Figure 1. Track usage over the die (run 1).
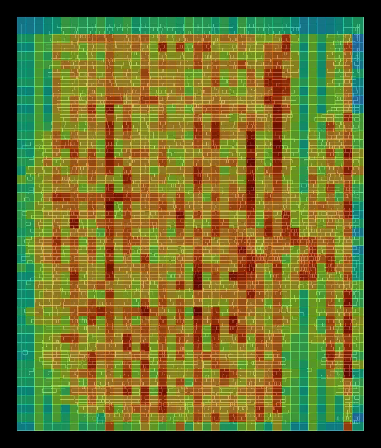
Figure 2. Wiring by layer (run 1).
Only two layers are drawn.
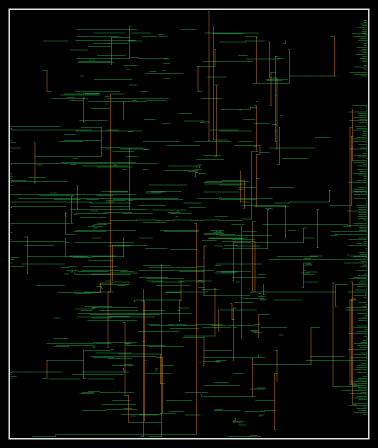
Figure 3. Placed cells, one colour a class (run 1).
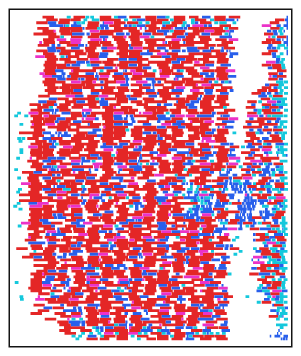
Figure 4. Pin map (run 1).
Pins as bars across the die edge, other pins in grey.
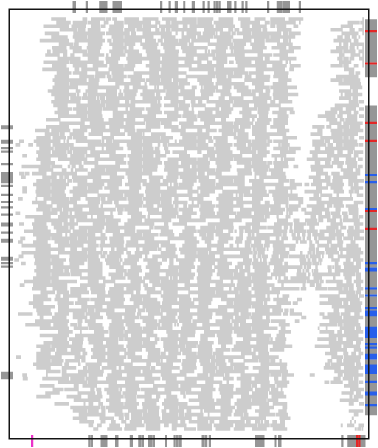
[config.mk]
export PLATFORM = sky130hd
export DESIGN_NAME = axi4_burst_dma_flat
export DESIGN_NICKNAME = d
export VERILOG_FILES = /design/src/rtl/axi4_burst_dma_if.sv /design/src/rtl/axi4_burst_dma.sv /design/src/flat_wrapper.sv
export SDC_FILE = /design/constraint.sdc
export NUM_CORES = 1
export LEC_CHECK = 0
export CORE_ASPECT_RATIO = 1.2
export CORE_MARGIN = 3
export CORE_UTILIZATION = 56
export CTS_CLUSTER_SIZE = 40
export DETAILED_ROUTE_END_ITERATION = 6
export GPL_ROUTABILITY_DRIVEN = 0
export PLACE_DENSITY = 0.74
export SLEW_MARGIN = 0
export SYNTH_ARGS = -nofsm -noshare
export SYNTH_HDL_FRONTEND = slang
export SYNTH_SLANG_ARGS = --single-unit
[constraint.sdc]
create_clock -name clock -period 8.5 [get_ports clock]
set_input_delay 1.275 -clock clock [delete_from_list [all_inputs] [get_ports clock]]
set_output_delay 1.275 -clock clock [all_outputs]
set_load 0.01 [all_outputs]
[src/rtl/axi4_burst_dma_if.sv]
// AXI4 read/write channel bundle between the burst DMA initiator and a responder.
// The master modport is the initiator side; the slave modport is the memory side.
interface axi4_burst_dma_if;
    logic [3:0]  awid;
    logic [31:0] awaddr;
    logic [7:0]  awlen;
    logic [2:0]  awsize;
    logic [1:0]  awburst;
    logic        awvalid;
    logic        awready;

    logic [63:0] wdata;
    logic [7:0]  wstrb;
    logic        wlast;
    logic        wvalid;
    logic        wready;

    logic [3:0]  bid;
    logic [1:0]  bresp;
    logic        bvalid;
    logic        bready;

    logic [3:0]  arid;
    logic [31:0] araddr;
    logic [7:0]  arlen;
    logic [2:0]  arsize;
    logic [1:0]  arburst;
    logic        arvalid;
    logic        arready;

    logic [3:0]  rid;
    logic [63:0] rdata;
    logic [1:0]  rresp;
    logic        rlast;
    logic        rvalid;
    logic        rready;

    modport master (
        output awid, awaddr, awlen, awsize, awburst, awvalid,
        input  awready,
        output wdata, wstrb, wlast, wvalid,
        input  wready,
        input  bid, bresp, bvalid,
        output bready,
        output arid, araddr, arlen, arsize, arburst, arvalid,
        input  arready,
        input  rid, rdata, rresp, rlast, rvalid,
        output rready
    );

    modport slave (
        input  awid, awaddr, awlen, awsize, awburst, awvalid,
        output awready,
        input  wdata, wstrb, wlast, wvalid,
        output wready,
        output bid, bresp, bvalid,
        input  bready,
        input  arid, araddr, arlen, arsize, arburst, arvalid,
        output arready,
        output rid, rdata, rresp, rlast, rvalid,
        input  rready
    );
endinterface

[src/rtl/axi4_burst_dma.sv]
// Single-command AXI4 copy engine: one INCR read burst into a register buffer,
// then one INCR write burst of the same length, with per-command error status.
module axi4_burst_dma #(
    parameter logic [3:0] AXI_ID    = 4'd1,
    parameter int         MAX_BEATS = 16
) (
    input  logic        clock,
    input  logic        rst_n,
    input  logic        cmd_valid,
    output logic        cmd_ready,
    input  logic [31:0] cmd_src,
    input  logic [31:0] cmd_dst,
    input  logic [3:0]  cmd_len,
    output logic        done,
    output logic        err,
    axi4_burst_dma_if.master bus
);
    localparam int DATA_W = 64;

    typedef enum logic [2:0] {IDLE, AR, R, AW, W, B, DONE} state_t;

    state_t            state;
    logic [31:0]       dst_q;
    logic [3:0]        len_q;
    logic [3:0]        cnt;
    logic [DATA_W-1:0] mem_q [MAX_BEATS];

    logic [9:0] src_end;
    logic [9:0] dst_end;
    logic       cmd_bad;
    logic [3:0] cnt_nxt;
    logic       r_bad;
    logic       r_end;
    logic       b_bad;

    // A burst may not cross a 4KB page: the beat index within the page must stay <= 511.
    assign src_end = {1'b0, cmd_src[11:3]} + {6'd0, cmd_len};
    assign dst_end = {1'b0, cmd_dst[11:3]} + {6'd0, cmd_len};
    assign cmd_bad = (|cmd_src[2:0]) | (|cmd_dst[2:0]) | src_end[9] | dst_end[9];

    assign cnt_nxt = cnt + 4'd1;
    assign r_bad   = (bus.rresp != 2'b00) | (bus.rid != AXI_ID) |
                     (bus.rlast && (cnt != len_q)) | (!bus.rlast && (cnt == len_q));
    assign r_end   = bus.rlast | (cnt == len_q);
    assign b_bad   = (bus.bresp != 2'b00) | (bus.bid != AXI_ID);

    assign bus.arid    = AXI_ID;
    assign bus.awid    = AXI_ID;
    assign bus.arsize  = 3'b011;
    assign bus.awsize  = 3'b011;
    assign bus.arburst = 2'b01;
    assign bus.awburst = 2'b01;
    assign bus.wstrb   = 8'hFF;

    always_ff @(posedge clock or negedge rst_n) begin
        if (!rst_n) begin
            state       <= IDLE;
            cmd_ready   <= 1'b1;
            done        <= 1'b0;
            err         <= 1'b0;
            bus.arvalid <= 1'b0;
            bus.araddr  <= 32'd0;
            bus.arlen   <= 8'd0;
            bus.rready  <= 1'b0;
            bus.awvalid <= 1'b0;
            bus.awaddr  <= 32'd0;
            bus.awlen   <= 8'd0;
            bus.wvalid  <= 1'b0;
            bus.wdata   <= '0;
            bus.wlast   <= 1'b0;
            bus.bready  <= 1'b0;
            dst_q       <= 32'd0;
            len_q       <= 4'd0;
            cnt         <= 4'd0;
        end else begin
            done <= 1'b0;
            case (state)
                IDLE: begin
                    if (cmd_valid) begin
                        dst_q     <= cmd_dst;
                        len_q     <= cmd_len;
                        cnt       <= 4'd0;
                        cmd_ready <= 1'b0;
                        if (cmd_bad) begin
                            err   <= 1'b1;
                            done  <= 1'b1;
                            state <= DONE;
                        end else begin
                            err         <= 1'b0;
                            bus.arvalid <= 1'b1;
                            bus.araddr  <= cmd_src;
                            bus.arlen   <= {4'b0, cmd_len};
                            state       <= AR;
                        end
                    end
                end
                AR: begin
                    if (bus.arready) begin
                        bus.arvalid <= 1'b0;
                        bus.rready  <= 1'b1;
                        state       <= R;
                    end
                end
                R: begin
                    if (bus.rvalid) begin
                        cnt <= cnt_nxt;
                        if (r_bad) err <= 1'b1;
                        if (r_end) begin
                            bus.rready <= 1'b0;
                            cnt        <= 4'd0;
                            // A failed read never reaches the write side.
                            if (err || r_bad) begin
                                done  <= 1'b1;
                                state <= DONE;
                            end else begin
                                bus.awvalid <= 1'b1;
                                bus.awaddr  <= dst_q;
                                bus.awlen   <= {4'b0, len_q};
                                state       <= AW;
                            end
                        end
                    end
                end
                AW: begin
                    if (bus.awready) begin
                        bus.awvalid <= 1'b0;
                        bus.wvalid  <= 1'b1;
                        bus.wdata   <= mem_q[0];
                        bus.wlast   <= (len_q == 4'd0);
                        cnt         <= 4'd0;
                        state       <= W;
                    end
                end
                W: begin
                    if (bus.wready) begin
                        if (bus.wlast) begin
                            bus.wvalid <= 1'b0;
                            bus.wlast  <= 1'b0;
                            bus.bready <= 1'b1;
                            state      <= B;
                        end else begin
                            cnt       <= cnt_nxt;
                            bus.wdata <= mem_q[cnt_nxt];
                            bus.wlast <= (cnt_nxt == len_q);
                        end
                    end
                end
                B: begin
                    if (bus.bvalid) begin
                        if (b_bad) err <= 1'b1;
                        bus.bready <= 1'b0;
                        done       <= 1'b1;
                        state      <= DONE;
                    end
                end
                DONE: begin
                    cmd_ready <= 1'b1;
                    state     <= IDLE;
                end
                default: state <= IDLE;
            endcase
        end
    end

    // Beat buffer holds data only; it is deliberately left out of reset.
    always_ff @(posedge clock) begin
        if (state == R && bus.rvalid && bus.rready) mem_q[cnt] <= bus.rdata;
    end
endmodule

[src/flat_wrapper.sv]
// flat-port wrapper written by rule: the top's interface ports become plain ports
module axi4_burst_dma_flat 
#(
    parameter logic [3:0] AXI_ID    = 4'd1,
    parameter int         MAX_BEATS = 16
)
  (clock, rst_n, cmd_valid, cmd_ready, cmd_src, cmd_dst, cmd_len, done, err, bus_awid, bus_awaddr, bus_awlen, bus_awsize, bus_awburst, bus_awvalid, bus_awready, bus_wdata, bus_wstrb, bus_wlast, bus_wvalid, bus_wready, bus_bid, bus_bresp, bus_bvalid, bus_bready, bus_arid, bus_araddr, bus_arlen, bus_arsize, bus_arburst, bus_arvalid, bus_arready, bus_rid, bus_rdata, bus_rresp, bus_rlast, bus_rvalid, bus_rready);
  axi4_burst_dma_if bus_i ();
  input  logic clock;
  input  logic rst_n;
  input  logic cmd_valid;
  output logic cmd_ready;
  input  logic [31:0] cmd_src;
  input  logic [31:0] cmd_dst;
  input  logic [3:0] cmd_len;
  output logic done;
  output logic err;
  output wire logic [$bits(bus_i.awid)-1:0] bus_awid;
  output wire logic [$bits(bus_i.awaddr)-1:0] bus_awaddr;
  output wire logic [$bits(bus_i.awlen)-1:0] bus_awlen;
  output wire logic [$bits(bus_i.awsize)-1:0] bus_awsize;
  output wire logic [$bits(bus_i.awburst)-1:0] bus_awburst;
  output wire logic [$bits(bus_i.awvalid)-1:0] bus_awvalid;
  input wire logic [$bits(bus_i.awready)-1:0] bus_awready;
  output wire logic [$bits(bus_i.wdata)-1:0] bus_wdata;
  output wire logic [$bits(bus_i.wstrb)-1:0] bus_wstrb;
  output wire logic [$bits(bus_i.wlast)-1:0] bus_wlast;
  output wire logic [$bits(bus_i.wvalid)-1:0] bus_wvalid;
  input wire logic [$bits(bus_i.wready)-1:0] bus_wready;
  input wire logic [$bits(bus_i.bid)-1:0] bus_bid;
  input wire logic [$bits(bus_i.bresp)-1:0] bus_bresp;
  input wire logic [$bits(bus_i.bvalid)-1:0] bus_bvalid;
  output wire logic [$bits(bus_i.bready)-1:0] bus_bready;
  output wire logic [$bits(bus_i.arid)-1:0] bus_arid;
  output wire logic [$bits(bus_i.araddr)-1:0] bus_araddr;
  output wire logic [$bits(bus_i.arlen)-1:0] bus_arlen;
  output wire logic [$bits(bus_i.arsize)-1:0] bus_arsize;
  output wire logic [$bits(bus_i.arburst)-1:0] bus_arburst;
  output wire logic [$bits(bus_i.arvalid)-1:0] bus_arvalid;
  input wire logic [$bits(bus_i.arready)-1:0] bus_arready;
  input wire logic [$bits(bus_i.rid)-1:0] bus_rid;
  input wire logic [$bits(bus_i.rdata)-1:0] bus_rdata;
  input wire logic [$bits(bus_i.rresp)-1:0] bus_rresp;
  input wire logic [$bits(bus_i.rlast)-1:0] bus_rlast;
  input wire logic [$bits(bus_i.rvalid)-1:0] bus_rvalid;
  output wire logic [$bits(bus_i.rready)-1:0] bus_rready;
  assign bus_awid = bus_i.awid;
  assign bus_awaddr = bus_i.awaddr;
  assign bus_awlen = bus_i.awlen;
  assign bus_awsize = bus_i.awsize;
  assign bus_awburst = bus_i.awburst;
  assign bus_awvalid = bus_i.awvalid;
  assign bus_i.awready = bus_awready;
  assign bus_wdata = bus_i.wdata;
  assign bus_wstrb = bus_i.wstrb;
  assign bus_wlast = bus_i.wlast;
  assign bus_wvalid = bus_i.wvalid;
  assign bus_i.wready = bus_wready;
  assign bus_i.bid = bus_bid;
  assign bus_i.bresp = bus_bresp;
  assign bus_i.bvalid = bus_bvalid;
  assign bus_bready = bus_i.bready;
  assign bus_arid = bus_i.arid;
  assign bus_araddr = bus_i.araddr;
  assign bus_arlen = bus_i.arlen;
  assign bus_arsize = bus_i.arsize;
  assign bus_arburst = bus_i.arburst;
  assign bus_arvalid = bus_i.arvalid;
  assign bus_i.arready = bus_arready;
  assign bus_i.rid = bus_rid;
  assign bus_i.rdata = bus_rdata;
  assign bus_i.rresp = bus_rresp;
  assign bus_i.rlast = bus_rlast;
  assign bus_i.rvalid = bus_rvalid;
  assign bus_rready = bus_i.rready;
  axi4_burst_dma #(.AXI_ID(AXI_ID), .MAX_BEATS(MAX_BEATS)) u_core (.clock(clock), .rst_n(rst_n), .cmd_valid(cmd_valid), .cmd_ready(cmd_ready), .cmd_src(cmd_src), .cmd_dst(cmd_dst), .cmd_len(cmd_len), .done(done), .err(err), .bus(bus_i));
endmodule
==> impl_metrics.yaml, run 1 <==
# physical design summary
cts:
  clock_sinks: 1212
  htree_levels: 3
  root_buffer: "clkbuf_16"
  clockBufferDepth: 3
  clk_pin_slew_ns: 0.06
  postCtsResizedCells: 0
  clock_latency_ns: 0.68
  cts_tree: "yes"
  post_cts_buffers: 0
  ctsHoldBuffers: 0
  cts_made_buffers: 111
final_layout:
  layout-drive-gt1-share_pct: 22.4
  final_cells: 3817
  fin_nets: 2767
  area_growth_syn_to_layout_pct: 16.6
  fill_cells: 5220
global_routing:
  grt-ovfl-total: 0
  grt_pass1_vias: 24837
  grt_start_max_net_pins: 129
  antenna_found_initial: 12
  grt_pass1_wl_um: 162000
critical_path:
  endpoint_kind: "register"
  setup.worst_path.class: "register to register"
  cp_slowest_stage_delay_ns: 0.88
  cp.required_ns: 9.05
  r2r_start: "u_core.cnt[0]"
  slowest_stage: "buf_4"
  crit_family: "buffers and inverters"
  path_common_cell: "buf_4"
  rr_endpoint: "u_core.bus.wdata[38]"
  crit_chain: "buf_12 > nand3_1 > xnor2_2 > buf_4 > buf_4 > mux2i_1 > o21ai_0 > o22a_1"
  worstPathArrival_ns: 4.68
  critPathLaunchType: "register"
  path_buffers: 3
  r2r_cells: 8
  cp_max_fo: 128
  r2r_setup_slack_ns: 4.36
drt:
  drcViolationCount: 0
  routed-via-count: 23935
  wl_per_cell_um: 28.6
  final_antenna_net_count: 0
  drt_iter0_drc: 2519
  vias_per_cell: 6.27
  first_pass_iters: 6
  wirelength_um: 109000
floorplanning:
  fp_util_pct: 56.9
  die_w_um: 271
  die_h_um: 324
  die_area_um2: 87600
  core_um2: 82700
  floorplan.rows: 115
  design.portCount: 332
final_timing:
  period_needed_ns: 4.14
  post-route-period-util_pct: 48.6
  finalHoldViolCount: 0
  slew_headroom_pct: 19.2
  setup_viol_count_final: 0
  worst_pin_slew_ns: 1.21
  setup_slack_ns: 4.36
  rsz0062_at_grt: "no"
  finClkSkew_ns: 0.0207
  fmax_mhz: 242
  fin_setup_tns_ns: 0
  maxSlewViolCount: 0
place:
  place_inst: 3602
  dp_slack_ns: 4.15
  io_buffer_count: 297
  dp_hpwl_um: 56500
hold_path:
  min_from: "u_core.bus.araddr[23]"
  holdPathEnd: "u_core.bus.araddr[23]"
  whs_path_depth: 1
  hold_class: "register to register"
synthesis:
  synth-edff-count: 1024
  async_flop_share_pct: 15.5
  synth.distinct_cells: 58
  synth_area_per_cell_um2: 20.7
  synth_flops: 1212
  netlist_instances: 2275
  ys_warn_count: 0
  synth_stat.cells: 2275
  syn_area_um2: 47100
  yosys_area_um2: 47100
  yosysSeqAreaShare_pct: 75.3
  synthFlopType: "edfxtp_1"
pwr:
  irDropWorstVdd_mv: 0.236
  leakage_nw: 17.9
  powerDensity_nw_per_um2: 286
flow_run:
  warning_count: 38
  maxCapViolCount: 0
status:
  outcome: "finished clean"
-- Figure 1 (at the start) --
routing usage on met3: 5.13%
Layout Utilization: 66.4%
GRT Total Usage: 25.2%

-- Figure 2 (at the start) --
[M4] orange | wire length: 3070 µm
[M3] green | wire length: 9650 µm

-- Figure 3 (at the start) --
[clock drivers and dummy loads] magenta | cells: 207 | share of their area: 6.8%
[remaining logic cells] blue | cells: 935 | share of their area: 21%
[registers] red | cells: 1212 | share of their area: 66%
[remaining buffers and delay cells] cyan | cells: 344 | share of their area: 6.3%

-- Figure 4 (at the start) --
[cmd_src] blue | pins: 32 | direction: input | edge: east
[bus_awlen] red | pins: 8 | direction: output | edge: 6 east, 2 south
[clock] magenta | pins: 1 | direction: input | edge: south

-- run 1: per-stage QoR --
stage	util, %	hold WS (ns)	cell area, µm²	power [mW]
after floorplan	-	0.474	47200	9.61
after global placement	62.0	0.467	51300	10.8
after detailed placement	62.0	0.476	51300	10.9
after CTS	66.4	0.489	54900	15.8
after global routing	66.4	0.512	54900	16.3
final	66.4	0.485	54900	15.7
-- run 1: worst max-delay path by stage --
stage	start	endpoint	slack [ns]	cells past startpoint
floorplan	bus_rvalid	u_core.mem_q[3][0]	2.01	3
global placement	bus_rvalid	u_core.mem_q[14][15]	4.22	5
detailed placement	bus_rvalid	u_core.mem_q[14][22]	4.15	5
CTS	u_core.cnt[0]	u_core.bus.wdata[38]	4.29	8
global route	u_core.cnt[0]	u_core.bus.wdata[14]	4.10	8
finish	u_core.cnt[0]	u_core.bus.wdata[38]	4.36	8
-- run 1: power by group --
group          switching [mW]  leakage (nW)  internal, mW
sequential              0.285          11.5          6.78
combinational            1.87          4.62          1.87
clock                    2.10          1.77          2.80
-- run 1: layer usage --
metal / share of wire [%] / track usage (%) / wire, µm
met4: 2.8 / 8.60 / 3070
met1: 39 / 34.6 / 42500
met2: 49 / 41.1 / 53800
met3: 8.8 / 5.13 / 9650
met5: 0.051 / 0 / 56
-- run 1: cell usage in the layout (no fill, tap or decap), types with 11 or more instances in the layout --
master	instances
mux2_2	81
o21ai_0	134
edfxtp_1	1024
nor2_1	11
mux2_4	20
clkbuf_8	12
dfrtp_1	186
buf_4	44
o22a_1	66
clkbuf_16	112
clkinv_1	14
nand2_1	75
mux2i_1	129
nor2_4	12
mux4_2	256
clkdlybuf4s50_1	296
clkbuf_1	22
clkinv_2	22
conb_1	34
-- run 1: kinds of logic after synthesis --
group / count (synthesis) / share of synthesized area [%]
AND/OR/NAND/NOR: 146 / 1.45
AND-OR/OR-AND: 239 / 3.31
multiplexers: 492 / 17.7
adder cells (fa/ha/maj): 10 / 0.266
buffers and inverters: 164 / 1.80
other: 2 / 0.0159
XOR/XNOR: 10 / 0.186
flip-flops: 1212 / 75.3
-- run 1: cell usage after synthesis (23+ instances only) --
master / count / area share [%]
mux2_2: 81 / 1.9
buf_4: 37 / 0.59
nand2_1: 76 / 0.61
o21ai_0: 134 / 1.4
clkbuf_1: 66 / 0.53
dfrtp_1: 187 / 9.9
nor2_1: 23 / 0.18
mux2i_1: 129 / 2.7
edfxtp_1: 1024 / 65
buf_2: 45 / 0.48
o22a_1: 66 / 1.2
mux4_2: 256 / 12
-- run 1: sequential cells by signal, summed over array words and instances, names as in the netlist, 3 cells and up --
| signal | cells |
|---|---|
| u_core.mem_q | 1024 |
| u_core.bus.wdata | 64 |
| u_core.bus.araddr | 32 |
| u_core.bus.awaddr | 32 |
| u_core.dst_q | 32 |
| u_core.bus.arlen | 4 |
| u_core.bus.awlen | 4 |
| u_core.cnt | 4 |
| u_core.len_q | 4 |
| u_core.state | 3 |
-- run 1: final cells by class --
type	count	area (µm²)	area share, %
clock inverter	60	564	1.03
sequential	1212	35500	64.5
clock buffer	147	3050	5.55
inverter	4	15.0	0.0273
multi-input combinational	931	11100	20.2
tap	1111	1390	2.53
antenna	8	20.0	0.0364
timing repair buffer	344	3370	6.13
Figure 5. Clock wires, drivers and flops (run 1).
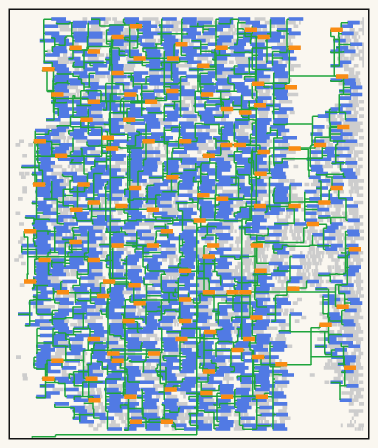

==> inputs of run 2 (changes only) <==
CORE_UTILIZATION = 53   (was 56)
clock period = 3.3 ns   (was 8.5 ns; I/O delays follow)
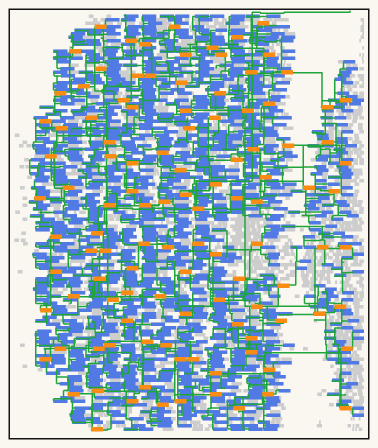
Figure 6: run 2, clock wires, drivers and flops.
[clock wires] green | length: 12700 µm
[flip-flops] blue | count: 1212
[clock-net drivers] orange | count: 111
flops lie: all over the die
routed clock nets: 112

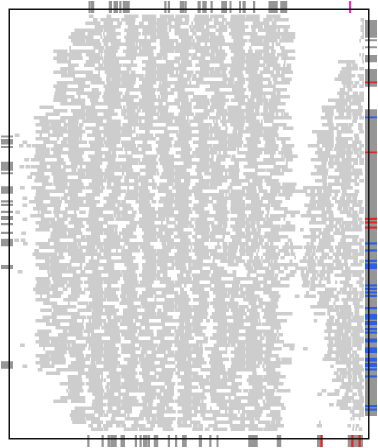
Figure 7: run 2, pin map.
Pins as bars across the die edge, other pins in grey.
[cmd_src] blue | pins: 32 | direction: input | edge: east
[bus_awlen] red | pins: 8 | direction: output | edge: 5 east, 3 south
[clock] magenta | pins: 1 | direction: input | edge: north
all pins by edge: 201 east, 54 south, 45 north, 32 west

==> impl_metrics.yaml, run 2 <==
# physical design summary
pwr:
  leakage_nw: 18.2
  irDropWorstVdd_mv: 0.562
  total_power_mw: 40.6
  powerDensity_nw_per_um2: 729
critical_path:
  r2r_setup_slack_ns: 0.63
  rr_endpoint: "u_core.bus.wdata[11]"
  setup.worst_path.class: "register to register"
  cp_slowest_stage_delay_ns: 0.58
  cp_num_cells: 6
  crit_family: "flip-flops"
  crit_chain: "ha_1 > xor2_1 > or2_2 > buf_4 > o21ai_0 > o22a_1"
  cp_max_fo: 16
  critPathLaunchType: "register"
  endpoint_kind: "register"
  r2r_start: "u_core.cnt[0]"
  slowest_stage: "dfrtp_4"
  r2r_cells: 6
  path_buffers: 1
  cp.required_ns: 3.87
  worstPathArrival_ns: 3.24
synthesis:
  synth_area_per_cell_um2: 20.7
  syn_area_um2: 47100
  synth_stat.cells: 2275
  netlist_instances: 2275
  synth-edff-count: 1024
  yosys_area_um2: 47100
  synth_flops: 1212
  ys_warn_count: 0
  synthFlopType: "edfxtp_1"
  area_leaders: "edfxtp_1 65%, mux4_2 12%, dfrtp_1 9.9%"
  synth.most_common_cell: "edfxtp_1"
  yosysSeqAreaShare_pct: 75.3
  largest_area_cell: "edfxtp_1"
  synth.distinct_cells: 58
  netlist.area_leader.share_pct: 65.3
  async_flop_share_pct: 15.5
  top_cells_by_count: "1024 x edfxtp_1, 256 x mux4_2, 187 x dfrtp_1"
cts:
  clock_sinks: 1212
  ctsHoldBuffers: 1
  root_buffer: "clkbuf_16"
  htree_levels: 3
  post_cts_buffers: 0
  cts_tree: "yes"
  cts_made_buffers: 111
  clk_pin_slew_ns: 0.07
  clockBufferDepth: 3
  clock_latency_ns: 0.69
  postCtsResizedCells: 0
final_layout:
  final_cell_mix: "1024 x edfxtp_1, 296 x clkdlybuf4s50_1, 256 x mux4_2"
  layout-drive-gt1-share_pct: 23.2
  largest_reg_flops: 1024
  final-comb-area_um2: 11100
  register_area_um2: 35500
  fill_cells: 5726
  final_common_cell: "edfxtp_1"
  final_cells: 3888
  area_growth_syn_to_layout_pct: 18.3
  regMostFlops: "u_core.mem_q"
  fin_nets: 2796
  design_area_um2: 55700
  top_regs: "u_core.mem_q (1024), u_core.bus.wdata (64)"
hold_path:
  min_from: "cmd_src[21]"
  whs_path_depth: 2
  hold_class: "primary input to register"
  holdPathEnd: "u_core.bus.araddr[21]"
floorplanning:
  die_h_um: 333
  core_um2: 88000
  floorplan.rows: 119
  fp_util_pct: 53.5
  die_area_um2: 92500
  design.portCount: 332
  die_w_um: 278
status:
  outcome: "finished clean"
drt:
  final_antenna_net_count: 0
  routed-via-count: 23968
  wl_per_cell_um: 28.2
  first_pass_iters: 7
  drt_iter0_drc: 2413
  drcViolationCount: 0
  vias_per_cell: 6.16
  wirelength_um: 110000
final_timing:
  rsz0062_at_grt: "no"
  period_needed_ns: 2.67
  finClkSkew_ns: 0.0218
  finalHoldViolCount: 0
  worst_pin_slew_ns: 0.832
  setup_viol_count_final: 0
  setup_slack_ns: 0.629
  slew_headroom_pct: 44.5
  fmax_mhz: 374
  post-route-period-util_pct: 80.9
  maxSlewViolCount: 0
place:
  place_inst: 3668
  dp_slack_ns: 0.352
  io_buffer_count: 297
  placed_cell_area_um2: 52100
  dp_hpwl_um: 58200
global_routing:
  grt_start_max_net_pins: 79
  grt-ovfl-total: 0
  grt_pass1_wl_um: 163000
  track_usage_pct: 23.8
  grt_pass1_vias: 25101
  antenna_found_initial: 12
flow_run:
  warning_count: 30
  maxCapViolCount: 0
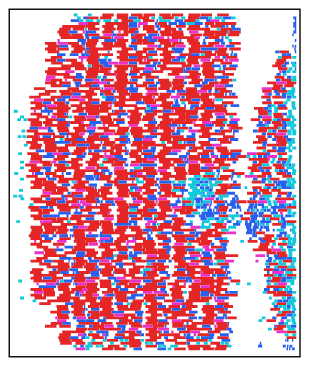
Figure 8: run 2, placed cells, one colour a class.
[clock drivers and dummy loads] magenta | cells: 210 | share of their area: 6.6%
[remaining buffers and delay cells] cyan | cells: 373 | share of their area: 7.6%
[remaining logic cells] blue | cells: 935 | share of their area: 20%
[registers] red | cells: 1212 | share of their area: 65%

-- run 2: cell counts after synthesis --
No cell type changed its count.
-- run 2: how the worst max path moves through the flow --
stage / startpoint / to / slack (ns)
3_5_place_dp: cmd_src[5] / u_core.bus.araddr[25] / 0.35
5_1_grt: u_core.state[2] / u_core.bus.wdata[0] / 0.53
3_3_place_gp: cmd_src[5] / u_core.bus.araddr[29] / 0.30
6_report: u_core.cnt[0] / u_core.bus.wdata[11] / 0.63
2_1_floorplan: u_core.cnt[0] / u_core.mem_q[10][0] / -0.12
4_1_cts: u_core.cnt[0] / u_core.bus.wdata[11] / 0.62
-- run 2: cells by family (layout without fill, tap and decap cells) --
group | after synthesis | count (layout) | share of synthesized area [%]
AOI/OAI and AO/OA | 239 | 239 | 3.31
xor gates and xnor gates | 10 | 10 | 0.186
adders and majority gates | 10 | 10 | 0.266
buffers and inverters | 164 | 587 | 1.80
DFF | 1212 | 1212 | 75.3
muxes | 492 | 492 | 17.7
other | 2 | 43 | 0.0159
and+or+nand+nor | 146 | 146 | 1.45
-- run 2: through the flow --
step,hold slack [ns],setup TNS (ns),utilization (%)
floorplan,0.199,-48.00,-
global placement,0.470,0,59.2
detailed placement,0.475,0,59.2
CTS,0.365,0,63.3
global route,0.409,0,63.3
finish,0.408,0,63.3
-- run 2: area by class of cell --
cell class                      count  area share (%)
Antenna cell                        9          0.0404
Clock buffer                      151            5.56
Clock inverter                     59           0.865
Inverter                            4          0.0269
Multi-Input combinational cell    931            19.9
Sequential cell                  1212            63.6
Tap cell                         1149            2.58
Timing Repair Buffer              373            7.36
-- run 2: metal layers --
layer / global-route usage [%] / routed length (µm) / vias to the layer above
met5: 0 / 55 / -
met4: 7.98 / 3050 / 8
met3: 4.03 / 8830 / 193
met2: 39.8 / 55200 / 1172
met1: 32.3 / 42500 / 12621
li1: - / - / 9974
-- run 2: where the power goes --
part | internal [mW] | switching (mW)
logic | 5.10 | 4.86
registers | 17.5 | 0.725
clock network | 6.98 | 5.50
-- run 2: worst reg2reg max path: stages, from the launching register on --
cell and delay, ns:
dfrtp_4 0.58, ha_1 0.30, xor2_1 0.30, or2_2 0.56, buf_4 0.41, o21ai_0 0.19, o22a_1 0.22
Power is estimated from default activity; no workload was simulated.
